$ cat config.mk
export PLATFORM = sky130hd
export DESIGN_NAME = spi_per
export DESIGN_NICKNAME = d
export VERILOG_FILES = /design/src/rtl/spi_pkg.sv /design/src/rtl/synchronizer.sv /design/src/rtl/spi_per.sv
export SDC_FILE = /design/constraint.sdc
export NUM_CORES = 1
export LEC_CHECK = 0
export CORE_MARGIN = 1.5
export CORE_UTILIZATION = 55
export DETAILED_ROUTE_END_ITERATION = 10
export PLACE_DENSITY = 0.78
export SETUP_SLACK_MARGIN = 0.05
export SYNTH_ARGS = -nofsm -noshare
export SYNTH_HDL_FRONTEND = slang
export SYNTH_SLANG_ARGS = --single-unit
$ cat constraint.sdc
create_clock -name clk_in -period 2.7 [get_ports clk_in]
set_input_delay 0.54 -clock clk_in [delete_from_list [all_inputs] [get_ports clk_in]]
set_output_delay 0.54 -clock clk_in [all_outputs]
set_load 0.01 [all_outputs]
$ cat src/rtl/spi_pkg.sv
// Shared SPI constants and the peripheral state encoding.
package spi_pkg;
   localparam int ADC_DATA_WIDTH      = 17;
   localparam int ADC_DATA_CLK_PERIOD = 50;

   typedef enum logic [1:0] {
      ST_IDLE   = 2'd0,
      ST_ACTIVE = 2'd1,
      ST_DONE   = 2'd2
   } spi_per_state_t;
endpackage

$ cat src/rtl/synchronizer.sv
// Multi-flop synchronizer for one asynchronous bit; DEPTH must be at least 2.
module synchronizer #(
   parameter int   DEPTH     = 2,
   parameter logic RESET_VAL = 1'b0
) (
   input  logic clk_in,
   input  logic rst_in,
   input  logic d_in,
   output logic q_out
);
   logic [DEPTH-1:0] stages_q;

   always_ff @(posedge clk_in) begin
      if (rst_in) begin
         stages_q <= {DEPTH{RESET_VAL}};
      end else begin
         stages_q <= {stages_q[DEPTH-2:0], d_in};
      end
   end

   assign q_out = stages_q[DEPTH-1];
endmodule

$ cat src/rtl/spi_per.sv
// SPI mode-0 peripheral: receives DATA_WIDTH bits MSB first while shifting out
// the word captured at the chip-select falling edge.
module spi_per
   import spi_pkg::*;
#(
   parameter int DATA_WIDTH  = ADC_DATA_WIDTH,
   parameter int SYNC_STAGES = 2
) (
   input  logic                  clk_in,
   input  logic                  rst_in,
   input  logic                  chip_clk_in,
   input  logic                  chip_data_in,
   input  logic                  chip_sel_in,
   output logic                  chip_data_out,
   input  logic [DATA_WIDTH-1:0] data_in,
   output logic [DATA_WIDTH-1:0] data_out,
   output logic                  data_valid_out,
   output logic                  busy_out,
   output spi_per_state_t        state_out
);
   localparam int CW = $clog2(DATA_WIDTH + 1);
   localparam logic [CW-1:0] CNT_FULL = CW'(DATA_WIDTH);

   logic clk_s, dat_s, sel_s;
   logic clk_prev_q, sel_prev_q;
   logic clk_rise, clk_fall, sel_rise, sel_fall;
   logic [SYNC_STAGES:0]  settle_q;
   logic                  armed_q;
   spi_per_state_t        state_q;
   logic [CW-1:0]         cnt_q;
   logic [DATA_WIDTH-1:0] rx_q, data_q;
   logic [DATA_WIDTH-2:0] tx_q;
   logic                  cdo_q, valid_q, busy_q;

   synchronizer #(.DEPTH(SYNC_STAGES), .RESET_VAL(1'b0)) u_sync_clk (
      .clk_in(clk_in), .rst_in(rst_in), .d_in(chip_clk_in), .q_out(clk_s));
   synchronizer #(.DEPTH(SYNC_STAGES), .RESET_VAL(1'b0)) u_sync_dat (
      .clk_in(clk_in), .rst_in(rst_in), .d_in(chip_data_in), .q_out(dat_s));
   synchronizer #(.DEPTH(SYNC_STAGES), .RESET_VAL(1'b1)) u_sync_sel (
      .clk_in(clk_in), .rst_in(rst_in), .d_in(chip_sel_in), .q_out(sel_s));

   assign clk_rise = clk_s & ~clk_prev_q;
   assign clk_fall = ~clk_s & clk_prev_q;
   assign sel_rise = sel_s & ~sel_prev_q;
   assign sel_fall = ~sel_s & sel_prev_q;

   // A select already low when reset releases must not start a frame: arm only
   // after the synchronizers have flushed and select has been seen high.
   always_ff @(posedge clk_in) begin
      if (rst_in) begin
         clk_prev_q <= 1'b0;
         sel_prev_q <= 1'b1;
         settle_q   <= '0;
         armed_q    <= 1'b0;
      end else begin
         clk_prev_q <= clk_s;
         sel_prev_q <= sel_s;
         settle_q   <= {settle_q[SYNC_STAGES-1:0], 1'b1};
         armed_q    <= armed_q | (settle_q[SYNC_STAGES] & sel_s & sel_prev_q);
      end
   end

   // data_valid_out is a one-cycle strobe; data_out holds that word until the next strobe.
   always_ff @(posedge clk_in) begin
      if (rst_in) begin
         state_q <= ST_IDLE;
         cnt_q   <= '0;
         rx_q    <= '0;
         tx_q    <= '0;
         data_q  <= '0;
         cdo_q   <= 1'b0;
         valid_q <= 1'b0;
         busy_q  <= 1'b0;
      end else begin
         valid_q <= 1'b0;
         case (state_q)
            ST_IDLE: begin
               cdo_q  <= 1'b0;
               busy_q <= 1'b0;
               if (sel_fall && armed_q) begin
                  state_q <= ST_ACTIVE;
                  tx_q    <= data_in[DATA_WIDTH-2:0];
                  cdo_q   <= data_in[DATA_WIDTH-1];
                  cnt_q   <= '0;
                  busy_q  <= 1'b1;
               end
            end
            ST_ACTIVE: begin
               if (sel_rise) begin
                  state_q <= ST_IDLE;
                  cdo_q   <= 1'b0;
                  busy_q  <= 1'b0;
               end else if (cnt_q == CNT_FULL) begin
                  state_q <= ST_DONE;
                  data_q  <= rx_q;
                  valid_q <= 1'b1;
                  cdo_q   <= 1'b0;
               end else begin
                  if (clk_rise) begin
                     rx_q  <= {rx_q[DATA_WIDTH-2:0], dat_s};
                     cnt_q <= cnt_q + CW'(1);
                  end
                  if (clk_fall) begin
                     tx_q  <= {tx_q[DATA_WIDTH-3:0], 1'b0};
                     cdo_q <= tx_q[DATA_WIDTH-2];
                  end
               end
            end
            ST_DONE: begin
               cdo_q <= 1'b0;
               if (sel_rise) begin
                  state_q <= ST_IDLE;
                  busy_q  <= 1'b0;
               end
            end
            default: begin
               state_q <= ST_IDLE;
               cdo_q   <= 1'b0;
               busy_q  <= 1'b0;
            end
         endcase
      end
   end

   assign chip_data_out  = cdo_q;
   assign data_out       = data_q;
   assign data_valid_out = valid_q;
   assign busy_out       = busy_q;
   assign state_out      = state_q;
endmodule
Figure 1. Cells coloured by class (run 1).
Fill, decap, tap and diode cells in grey.
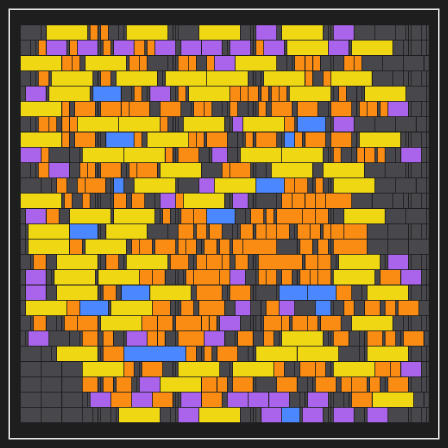
- remaining buffers and delay cells: purple (cells 50; share of their area 14%)
- registers: yellow (cells 72; share of their area 41%)
- clock drivers and dummy loads: blue (cells 15; share of their area 5.6%)
- remaining logic cells: orange (cells 217; share of their area 39%)

Figure 2. A small window of the routed layout (run 1).
Scale bar: 20 µm. Region (0, 0) to (50, 50) µm. Cells in grey, sequential cells in the stronger grey; small squares are vias.
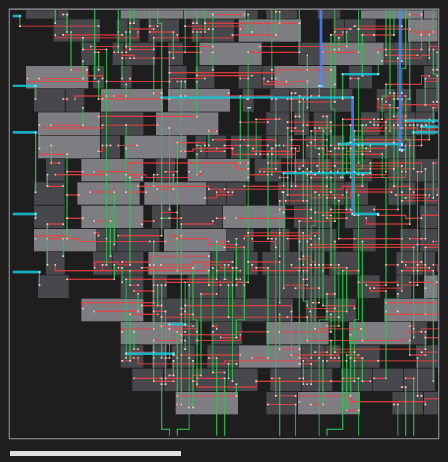
- M1: red
- M2: green
- M3: cyan
- M4: blue
- netlist names of flops here include: tx_q (8), rx_q (3), settle_q (3)
- cells with their middle in the window: 159
- sequential cells in the window: 28
- most frequent: dfxtp_1 (28), clkdlybuf4s50_1 (17), mux2i_1 (13)

Figure 3. Register map, names as in the netlist (run 1).
Other sequential cells in the stronger grey, the rest of the logic in the fainter grey.
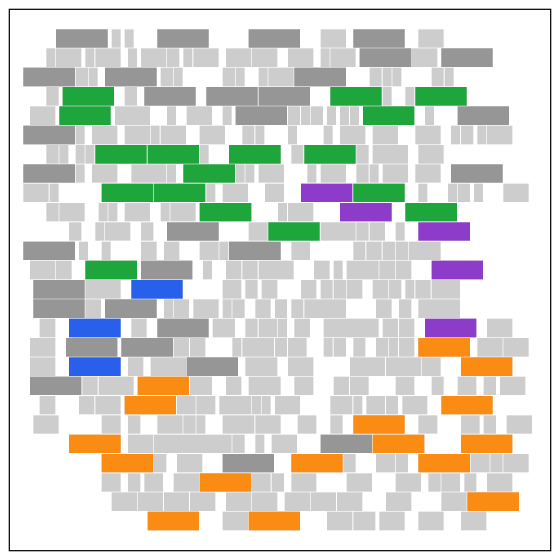
- cnt_q: purple (placed flops 5; where middle right)
- tx_q: orange (placed flops 16)
- rx_q: green (placed flops 17)
- settle_q: blue (placed flops 3)
- not coloured: 31

Figure 4. Routed metal per tile (run 1).
Scale bar: 20 µm. The die is cut into 15 by 15 equal tiles; black is low, pale yellow is high, scaled to the fullest tile. Values are wire area over tile area, all layers added.
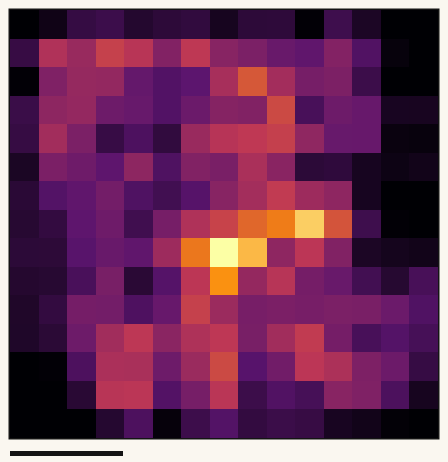
- mean over tiles: 0.15
- densest ninth of the die: centre
- fullest tile: 0.55
- tiles over half the peak: 8.4%
- nearly empty tiles: 10%

==> summary.txt, run 1 <==
The following summarizes the physical implementation.

Power and ir drop
For this design the ratio of total power to cell area is 619 mW/mm². The worst-case vdd ir drop is 0.421 mV. The completed layout was analyzed and its total power is 2.21 mW.

The power report puts the leakage power at 1.34 nW.

Yosys
The area fraction in xor and xnor cells is 0. The register area share after synthesis is 0.491. The cell count after synthesis came out at 310. After synthesis the cells add up to 0.00294 mm². Per the synthesis report, the adder-cell share of the synthesized area is 0.0256. The share of the synthesized area in the top cell type is 0.491. The synthesized area per cell is 9.48 µm². The largest area contributor in the synthesized netlist is dfxtp_1. Sorting the synthesized cells by area gives the leading types as dfxtp_1 49%, mux2i_1 11%, a21oi_1 6.1%.

The leading register cell type out of synthesis is dfxtp_1. The number of flip-flops and latches in the synthesized netlist is 72. The tally of unique sky130hd cells used after synthesis is 39. The synthesized design contains 0 enable-type register cells. The post-synthesis share of cell area spent on and-or and or-and gates is 0.140.

Yosys printed 0 warnings. The main logic family after synthesis is simple AND/OR/NAND/NOR gates. In the Yosys report the total cell count is 310.

Global route
Entering global routing, the biggest net connects 28 pins. In the global route stage, met3 resource usage came out at 0.0623. The global routing met2 resource utilization is 0.334.

Summed over all layers, the global routing overflow is 0. For this run, the total global-route usage over all layers was measured as 0.206. The global-route wire length before repair is 9610 µm.

The global router reports that the layer with the highest usage is met2. The via count of the first global-routing pass came to 2109. The met1 capacity usage during global routing is 0.261.

The number of antenna violations at the first check in global routing was 0.

Cells and area
The multi-input combinational cells in the finished layout cover a total of 0.00135 mm². The final instance count without filler cells is 424. From synthesis to final layout, the design area changed by 21.5%. The utilization after layout is 0.694. The final layout report lists a filler cell count of 462. The sequential standard cell area is 0.00144 mm². The repair_antennas step left the layout with diodes totalling 0.

Placement
The total cell area at the placement stage is 0.00338 mm². The placement summary gives the final routability congestion estimate as 0.818. The placed wire-length estimate is 3700 µm. The placed cell count is 409. The placement report lists the number of port buffers as 43.

Timing
The slack of the critical path is 0.514 ns. The transition time recorded at the tightest slew-check pin is 0.694 ns. Counting pins that exceed their max-slew limit in the final report gives 0. The achievable frequency is 0.458 GHz. The most critical hold endpoint after final layout shows a slack of 0.408 ns. The clock period could shrink to 2.19 ns.

Setup path
The cell seen most often among critical-path stages is inv_1. The most critical setup path has its endpoint at tx_q[5]. The critical-path cell with the highest stage delay is and2_1. The number of cells on the worst reg-to-reg path is 6. For flop-to-flop paths, the worst setup slack is 0.51 ns.

The OpenROAD report gives the critical path a data arrival time of 2.36 ns. The endpoint required time on the critical path is 2.87 ns. The number of buffer and inverter instances along the worst setup path is 2. The critical path class is flop to flop.

The startpoint identified for the worst register-to-register timing path is state_out[1]. The peak per-stage delay on the critical path is 0.57 ns. STA classifies the critical path startpoint as a flop.

The signal on the critical path passes through inv_1, ha_1, inv_1, o21ai_1, and2_1, a211oi_1. The endpoint type of the worst setup path is a flop. Looking at the reg2reg group, the worst path ends at tx_q[5].

Route
The post-detailed-routing wire length is 5550 µm. The number of antenna-violating nets in the routed design is 0. Per the detail_route report, routed wire per instance is 13.1 µm. The script logs the ratio of routed vias to standard cells as 5.30. The first detailed-routing pass ran for 4 iterations. After detailed routing, the number of remaining DRC violations is 0. The number of vias after detailed routing is 2247.

Clock network
The clock root buffer is clkbuf_8. The clock latency on the worst-skew pair is 0.33 ns. The TritonCTS clock tree is built. The CTS buffer count is 9. TritonCTS reports the number of clock sinks as 72. The total number of H-tree levels is 3.

Run
The run reported a max-capacitance violation count of 0. The tool warning count for the run is 30.

Floorplan
For this configuration, the core starts out at a cell density of 0.572. The standard-cell row count is 26. The I/O pin count is 44. The die extent in x is 76.1 µm. The chip area is 0.00579 mm².

According to the floorplan report, the die height is 76.1 µm.

Hold path
Looking at hold timing, the worst path starts from u_sync_sel.stages_q[0]. In the hold report, the worst path ends at u_sync_sel.stages_q[1]. The cell depth of the worst min-delay path is 1.

Status
The flow ran to the end, and the final reports show no timing, DRC or antenna violations.
## run 1: registers in the layout (all words and copies together), names as in the netlist
name	flops
u_sync_dat.stages_q	2
data_valid_out	1
state_out	2
sel_prev_q	1
u_sync_sel.stages_q	2
armed_q	1
cnt_q	5
u_sync_clk.stages_q	2
rx_q	17
data_out	17
chip_data_out	1
busy_out	1
clk_prev_q	1
settle_q	3
tx_q	16
## run 1: area by class of cell
type	count	share of cell area
Tap cell	70	0.0245
Clock inverter	5	0.0158
Sequential cell	72	0.404
Multi-Input combinational cell	211	0.377
Timing Repair Buffer	50	0.134
Inverter	6	0.00631
Clock buffer	10	0.0386
## run 1: report_power, final
part	internal, mW	switching [mW]	total (mW)
combinational	0.127	0.155	0.282
clock	0.447	0.382	0.829
sequential	1.09	0.0138	1.10
total	1.66	0.551	2.21
## run 1: placed cells by master (no fill, tap or decap), types with 4 or more instances in the layout
cell type and n:
dfxtp_1 72, clkdlybuf4s50_1 42, nand2_1 41, a21oi_1 36
mux2i_1 33, nor2_1 21, a211oi_1 14, clkbuf_8 10
nor2b_1 8, buf_4 7, inv_1 6, nand4_1 6
nand3_1 6, a31oi_1 6, ha_1 6, o21ai_0 5
or3_1 4
## run 1: synthesized netlist by cell type, types with 2 or more instances
master	instances
dfxtp_1	72
nand2_1	41
a21oi_1	36
mux2i_1	33
nor2_1	21
a211oi_1	14
clkbuf_1	9
nor2b_1	8
a31oi_1	6
ha_1	6
inv_1	6
nand3_1	6
nand4_1	6
buf_4	5
o21ai_0	5
or3_1	4
and2_1	3
buf_2	3
or2_2	3
buf_6	2
nand2b_1	2
nor3_1	2
## run 1: metal layers
layer  up-vias  wire length, µm
li1       1161                -
met1      1037             2630
met2        43             2690
met3         6              161
met4         0               63
met5         -                0
==> inputs of run 2 (changes only) <==
--- a/config.mk
+++ b/config.mk
@@ -6,9 +6,9 @@
 export NUM_CORES = 1
 export LEC_CHECK = 0
 export CORE_MARGIN = 1.5
-export CORE_UTILIZATION = 55
+export CORE_UTILIZATION = 53
 export DETAILED_ROUTE_END_ITERATION = 10
-export PLACE_DENSITY = 0.78
+export PLACE_DENSITY = 0.75
 export SETUP_SLACK_MARGIN = 0.05
 export SYNTH_ARGS = -nofsm -noshare
 export SYNTH_HDL_FRONTEND = slang
==> constraint.sdc (replaced) <==
create_clock -name clk_in -period 2.3 [get_ports clk_in]
set_input_delay 0.46 -clock clk_in [delete_from_list [all_inputs] [get_ports clk_in]]
set_output_delay 0.46 -clock clk_in [all_outputs]
set_load 0.01 [all_outputs]
Figure 5. Routed metal per tile (run 2).
Scale bar: 20 µm. The die is cut into 15 by 15 equal tiles; black is low, pale yellow is high, scaled to the fullest tile. Values are wire area over tile area, all layers added.
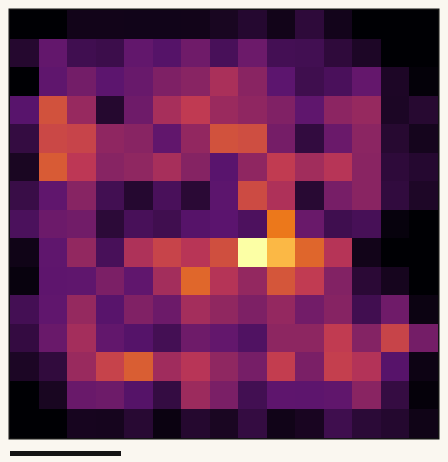
- densest ninth of the die: centre
- nearly empty tiles: 7.6%
- tiles over half the peak: 11%
- emptiest ninth of the die: upper right

Figure 6. A small window of the routed layout (run 2).
Scale bar: 20 µm. Region (0, 0) to (50, 50) µm. Cells in grey, sequential cells in the stronger grey; small squares are vias.
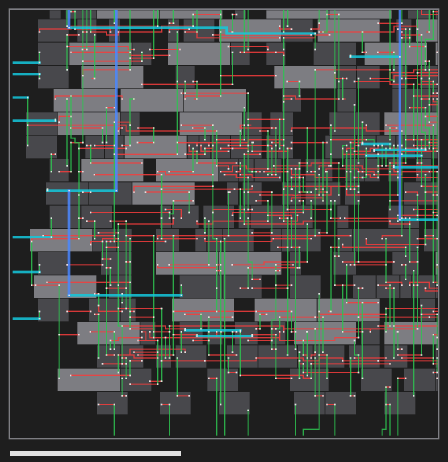
- M3: cyan
- M1: red
- M4: blue
- M2: green
- netlist names of flops here include: tx_q (9), settle_q (3), cnt_q (2)
- sequential cells in the window: 28
- most frequent: dfxtp_1 (28), clkdlybuf4s50_1 (19)
- cells with their middle in the window: 154

==> run 2 against run 1 <==
Against the previous run: cell count is 0.24% higher; wire length decreased by 3.2%; combinational power up 16%; sequential share of layout area grew 0.16 points; first-iteration DRC count is 34% lower; critical endpoint is now data_out[1]; largest power group unchanged.
==> summary.txt, run 2 <==
The following summarizes the physical implementation.

Status
The flow ran to the end, and the final reports show no timing, DRC or antenna violations.

Timing
The final critical-path required period was 2.04 ns (-0.149 ns). The worst-margin pin slew is 0.744 ns (+0.0499 ns). The achievable frequency was 0.491 GHz (+7.3%).

Cells and area
The final instance count without filler cells is 425 (+0.24%). The filler cell count was 440 (-4.8%). The top cell types in the final layout, fill and taps aside, are 72 x dfxtp_1, 42 x clkdlybuf4s50_1, 41 x nand2_1.

Route
The number of DRC violations after detailed routing is 0 (unchanged). The post-detailed-route wirelength per cell is 12.6 µm (-3.4%). The post-detailed-routing wire length is 5380 µm (-3.2%). The number of antenna-violating nets in the routed design is 0 (unchanged). The number of vias after detailed routing was 2225 (-0.98%). The number of iterations in the first detailed-routing pass is 4 (unchanged).

Yosys
The cell count listed in synth_stat.txt is 310 (unchanged). The number of standard cells after synthesis is 310 (unchanged). The number of flip-flops and latches in the synthesized netlist is 72 (unchanged). The most popular library cell in the synthesized design by count is dfxtp_1.

Ranked by instance count, the synthesized netlist is headed by 72 x dfxtp_1, 41 x nand2_1, 36 x a21oi_1, 33 x mux2i_1, 21 x nor2_1. The register area share after synthesis was 0.491 (unchanged). The cell area after synthesis came to 0.00294 mm² (unchanged). The tally of unique sky130hd cells used after synthesis came to 39 (unchanged).

Run
The reported max-cap violation count was 0 (unchanged). The count of warning messages emitted by the tools is 30 (unchanged).

Global route
The global-route wire length before repair is 9570 µm (-0.43%). The global routing met2 resource utilization is 0.325 (-0.00967). The aggregate global routing overflow is 0 (unchanged). The via count of the first global-routing pass is 2117 (+0.38%).

Hold path
The launch point of the worst hold path is u_sync_sel.stages_q[0]. The cell depth of the worst min-delay path came to 1 (unchanged). The terminating pin of the worst hold path is u_sync_sel.stages_q[1].

Placement
The weighted congestion at the end of routability-driven global placement was 0.877 (+7.2%). The quantity of I/O buffers inserted on ports was 43 (unchanged).

Setup path
The number of cells on the worst reg-to-reg path was 6 (unchanged). The worst setup path is launched from a flop. The setup path with the least slack is of type flop to flop. The arrival time at the worst endpoint was 2.31 ns (-0.05 ns). The end of the worst register-to-register path is data_out[1].

Floorplan
The die extent in x is 77.5 µm (+1.8%). The I/O pin count came to 44 (unchanged). The die span in y came to 77.5 µm (+1.8%).

Power and ir drop
The power per unit of standard cell area was 702 mW/mm² (+13%).

Clock network
The clock latency on the worst-skew pair was 0.35 ns (+0.02 ns). The root buffer cell chosen for the clock tree is clkbuf_8. The number of sinks on the clock net is 72 (unchanged).
run 2: critical path: stages (launching register included):
cell	delay [ns]
dfxtp_1	0.33
inv_1	0.12
ha_1	0.41
inv_1	0.22
nor3_4	0.62
nand2_1	0.13
a21oi_1	0.14
run 2: logic make-up after synthesis:
family | Yosys count | synth area share
buf+inv | 27 | 0.0511
mux | 33 | 0.112
fa+ha+maj | 6 | 0.0256
flops | 72 | 0.491
simple gates | 105 | 0.180
compound gates | 67 | 0.140
run 2: area by class of cell:
type | count | area [µm²] | area share
flip-flops and latches | 72 | 1440 | 0.405
multi-input cells | 211 | 1350 | 0.379
repair buffers | 51 | 485 | 0.137
clock buffers | 12 | 155 | 0.0436
well taps | 70 | 87.6 | 0.0246
inverters | 6 | 22.5 | 0.00633
clock inverters | 3 | 17.5 | 0.00493
run 2: power by group:
group,switching (mW),total (mW),internal (mW)
clock network,0.437,0.877,0.441
registers,0.0167,1.29,1.27
logic,0.178,0.327,0.150
run 2: stage by stage:
step                      area (µm²)  hold slack [ns]   util  power, mW
after floorplan                 2940            0.389      -       1.56
after global placement          3380            0.391  0.646       1.64
after detailed placement        3380            0.407  0.646       1.65
after CTS                       3560            0.423  0.679       2.52
after global routing            3560            0.448  0.679       2.61
final                           3560            0.417  0.679       2.50
run 2: metal layers:
layer / routed length (µm) / share of wire
met1: 2640 / 0.49
met2: 2400 / 0.45
met3: 233 / 0.043
met4: 96 / 0.018
met5: 0 / 0
No activity file was given, so power comes from the tool's default toggle rates.
